Figure 1. A small window of the routed layout (run 1).
Region (70, 13) to (100, 43) µm. Cells in gray, sequential cells in the stronger gray; small squares are vias.
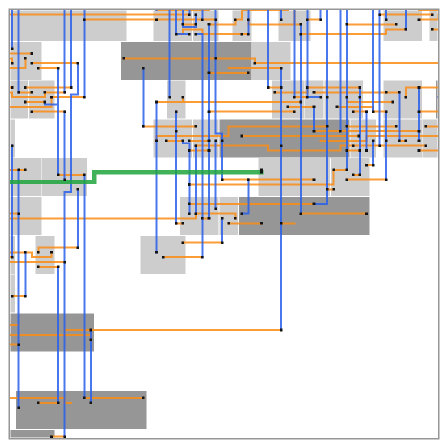
Figure 2. The clock network (run 1).
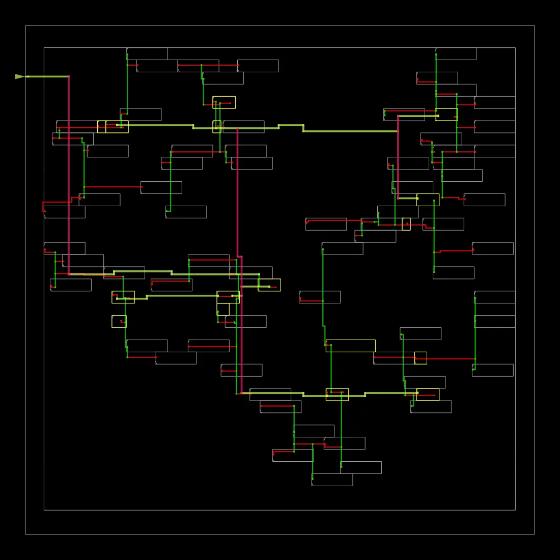
Figure 3. Cell sizes after repair (run 1).
Scale bar: 20 µm.
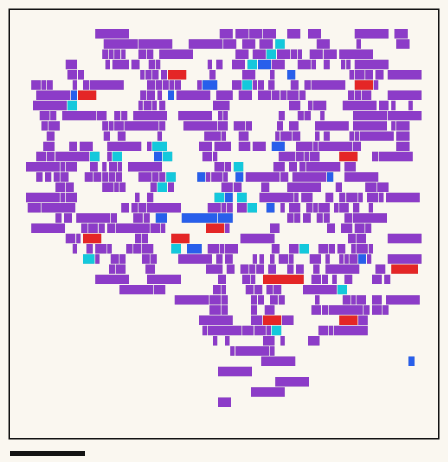
Design buzzer_sched, sky130hd; sources not shown.
==> run notes <==
### Setup path
- **Worst Setup End Kind** flop
- **worst setup path category** flop to flop
- **Cell Chain, Critical Path** or4b_1 -> or4_4 -> o31a_1 -> buf_4 -> a21o_1 -> buf_4 -> or4_1 -> a21oi_1
- **buffer and inverter count on the worst path** 2
- **data arrival at the endpoint of the critical path** 3.34 ns
- **required time at the worst-slack endpoint** 3.58 ns
- **path depth of the worst reg2reg path** 8
- **Levels on crit path** 8
- **largest stage delay on the critical path** 0.55 ns
- **most numerous cell on the critical path** sky130_fd_sc_hd__buf_4
- **setup slack of the worst register-to-register path** 0.24 ns
- **largest fanout of any net on the critical path** 17
- **Critical Path Slowest Stage Cell** sky130_fd_sc_hd__or4b_1
- **Worst setup SP type** flop

### Yosys
- **Most used DFF post-synth** sky130_fd_sc_hd__dfrtp_1
- **number of synthesis warnings** 0
- **Unique masters post-synth** 55
- **top cells by area** sky130_fd_sc_hd__dfrtp_1, sky130_fd_sc_hd__xnor2_1, sky130_fd_sc_hd__a21oi_1
- **share of synthesized cell area in full adder, half adder and majority cells** 0.0256
- **area share of xor/xnor cells in the synthesized design** 0.0470
- **Yosys Chip Area** 3920 µm²
- **Basic Gates by Area** 0.234
- **sequential-to-total area share from yosys stat** 0.429
- **cell taking the most area after synthesis** sky130_fd_sc_hd__dfrtp_1
- **count of flip-flops with a built-in enable after synthesis** 0
- **ao+oa area frac** 0.192
- **number of nets produced by synthesis** 470
- **asr flop ratio synth** 1.00
- **top logic cell family in the synthesized netlist** simple AND/OR/NAND/NOR gates
- **register bit count reported by yosys** 67
- **Post-synth mux share** 0.0265
- **Top cell area share** 0.422
- **cell area after technology mapping** 3920 µm²
- **cell count listed in synth_stat.txt** 444

### Global route
- **GRT Total Usage** 0.156
- **vias in the first global route** 3320
- **met3 Usage GRT** 0.0520
- **met1 routing resource usage after global routing** 0.204
- **routing usage on met2** 0.245
- **Overflow after GRT** 0
- **pin count of the biggest net entering global routing** 38
- **busiest grt layer** met2
- **antenna violations before repair** 0

### Cells and area
- **clock-cell share of area** 0.0425
- **Util after Layout** 0.417
- **logic share of the area** 0.454
- **share of the final layout cell area in sequential cells** 0.370
- **Largest cell class** multi-input combinational cells
- **share of cells above drive strength 1** 0.104
- **combined flip-flop and latch cell area** 1680 µm²
- **Signal inverters** 13
- **antenna diode count** 0
- **number of non-filler instances in the completed layout** 613
- **Top cell excl fill/tap** sky130_fd_sc_hd__dfrtp_1
- **count of filler cells inserted in the layout** 1055
- **highest-count cells in the layout ignoring fill and taps** sky130_fd_sc_hd__dfrtp_1, sky130_fd_sc_hd__nor2_1, sky130_fd_sc_hd__nand2_1
- **Final #Nets** 494
- **number of logic gates** 335
- **multi-input combinational cell area** 2060 µm²

### Route
- **detailed-routed wire length on met2** 4.52 mm
- **highest routing layer actually used** met4
- **antenna violation net count after detailed routing** 0
- **vias per inst** 5.54
- **routed via count** 3396
- **total detailed-routing wirelength** 9.49 mm
- **drt pass-1 iters** 4
- **wire length on met3** 373 µm
- **met1 layer wirelength in the final routing** 4.48 mm
- **Routed WL per cell** 15.5 µm
- **count of unresolved DRC violations after routing** 0

### Power and ir drop
- **internal cell power** 1.84 mW
- **fraction of power spent switching nets** 0.420
- **total net switching power** 1.33 mW
- **overall power consumption** 3.17 mW
- **seq pwr** 1.03 mW
- **group drawing the most power** combinational logic
- **Flop pwr share** 0.325
- **P_comb** 1.47 mW
- **Comb pwr share** 0.463
- **power per unit of standard cell area** 700 nW/µm²
- **Max rail drop VDD** 348 µV
- **power share of the clock group** 0.212
- **leakage power of the design** 1.78 nW
- **power drawn by the clock network** 673 µW

### Placed design
- **worst setup slack before clock tree synthesis** 0.157 ns
- **total half-perimeter wirelength after legalization and detailed placement** 6.89 mm
- **Final Wtd Congestion** 0.837
- **placed instance count** 597
- **placement-stage cell area** 4340 µm²
- **IO buf count** 25

### Clock tree
- **clock tree from TritonCTS** built
- **H-tree depth** 3
- **setup bufs post-CTS** 0
- **total clock sinks** 67
- **clk slew on worst S/H paths** 0.07 ns
- **# hold bufs at CTS** 0
- **total of cells resized after clock tree synthesis** 0
- **insertion delay to the later sink of the worst-skew pair** 0.36 ns
- **clock tree root driver cell** sky130_fd_sc_hd__clkbuf_8

### Final timing
- **setup violators final** 0
- **unrepaired setup endpoints after global routing** no
- **Final Hold Viols** 0
- **worst-case headroom to the max-slew limit** 0.389
- **fmax** 327 MHz
- **shortest clock period the worst path allows after layout** 3.06 ns
- **transition time at the pin with the least slew margin** 0.914 ns
- **Setup Total Neg Slack** 0 ns
- **number of max-slew violations in the final report** 0

### Floorplan
- **floorplan die width** 114 µm
- **chip height** 114 µm
- **Core ar.** 10900 µm²
- **row count** 38
- **number of tap cells inserted** 140
- **DIE AREA** 12900 µm²
- **Top Ports** 26

### Job
- **OpenROAD warnings** 30
- **max-cap violation count** 0

### Min path
- **worst hold path depth** 1
- **type of the most critical hold path** flop to flop

### Outcome
- **status** finished, final reports clean

## Picture notes: Figure 1
| layer | color |
|---|---|
| met3 | green |
| met1 | orange |
| met2 | blue |
sequential cells in the window: 5
most frequent: a21oi_1 (5), dfrtp_1 (5), o31ai_1 (4)
cells with their middle in the window: 33

## Picture notes: Figure 2
clock buffers created by TritonCTS: 9
number of clock buffers in the layout: 9
sequential cells: 67
maximum clock skew at final layout: 0.00792 ns

## Picture notes: Figure 3
| size | color | cells |
|---|---|---|
| drive 2 | blue | 18 |
| drive 1 or less | purple | 424 |
| drive 3 to 4 | cyan | 20 |
| drive 6 and up | red | 11 |
Area growth, synth to finish: 15.9%
Layout Cell Area excl Fill: 4540 µm²
worst setup slack after layout: 0.239 ns
layout buffer count excluding clock buffers: 42

## run 1: cells in the mapped netlist, types with 2 or more instances
cell	n
sky130_fd_sc_hd__nor2b_1	2
sky130_fd_sc_hd__and4_1	3
sky130_fd_sc_hd__a21o_1	3
sky130_fd_sc_hd__o211ai_1	2
sky130_fd_sc_hd__and2_1	3
sky130_fd_sc_hd__mux2i_1	7
sky130_fd_sc_hd__or2_2	6
sky130_fd_sc_hd__a31oi_1	4
sky130_fd_sc_hd__nand3_1	20
sky130_fd_sc_hd__and3_1	5
sky130_fd_sc_hd__dfrtp_1	66
sky130_fd_sc_hd__a41oi_1	2
sky130_fd_sc_hd__a211oi_1	4
sky130_fd_sc_hd__nor3_1	13
sky130_fd_sc_hd__inv_1	13
sky130_fd_sc_hd__o22a_1	2
sky130_fd_sc_hd__o21a_1	5
sky130_fd_sc_hd__xnor2_1	20
sky130_fd_sc_hd__ha_1	8
sky130_fd_sc_hd__or4_1	7
sky130_fd_sc_hd__o21ai_0	30
sky130_fd_sc_hd__buf_1	3
sky130_fd_sc_hd__buf_6	3
sky130_fd_sc_hd__a221oi_1	2
sky130_fd_sc_hd__o31ai_1	17
sky130_fd_sc_hd__nand2_1	35
sky130_fd_sc_hd__nor2_1	40
sky130_fd_sc_hd__a21oi_1	31
sky130_fd_sc_hd__nand2b_1	3
sky130_fd_sc_hd__o22ai_1	5
sky130_fd_sc_hd__or4b_2	2
sky130_fd_sc_hd__nand4_1	20
sky130_fd_sc_hd__or3_1	2
sky130_fd_sc_hd__clkbuf_1	22
sky130_fd_sc_hd__nor4_1	12
sky130_fd_sc_hd__mux2_2	3
No activity file was given, so power comes from the tool's default toggle rates.
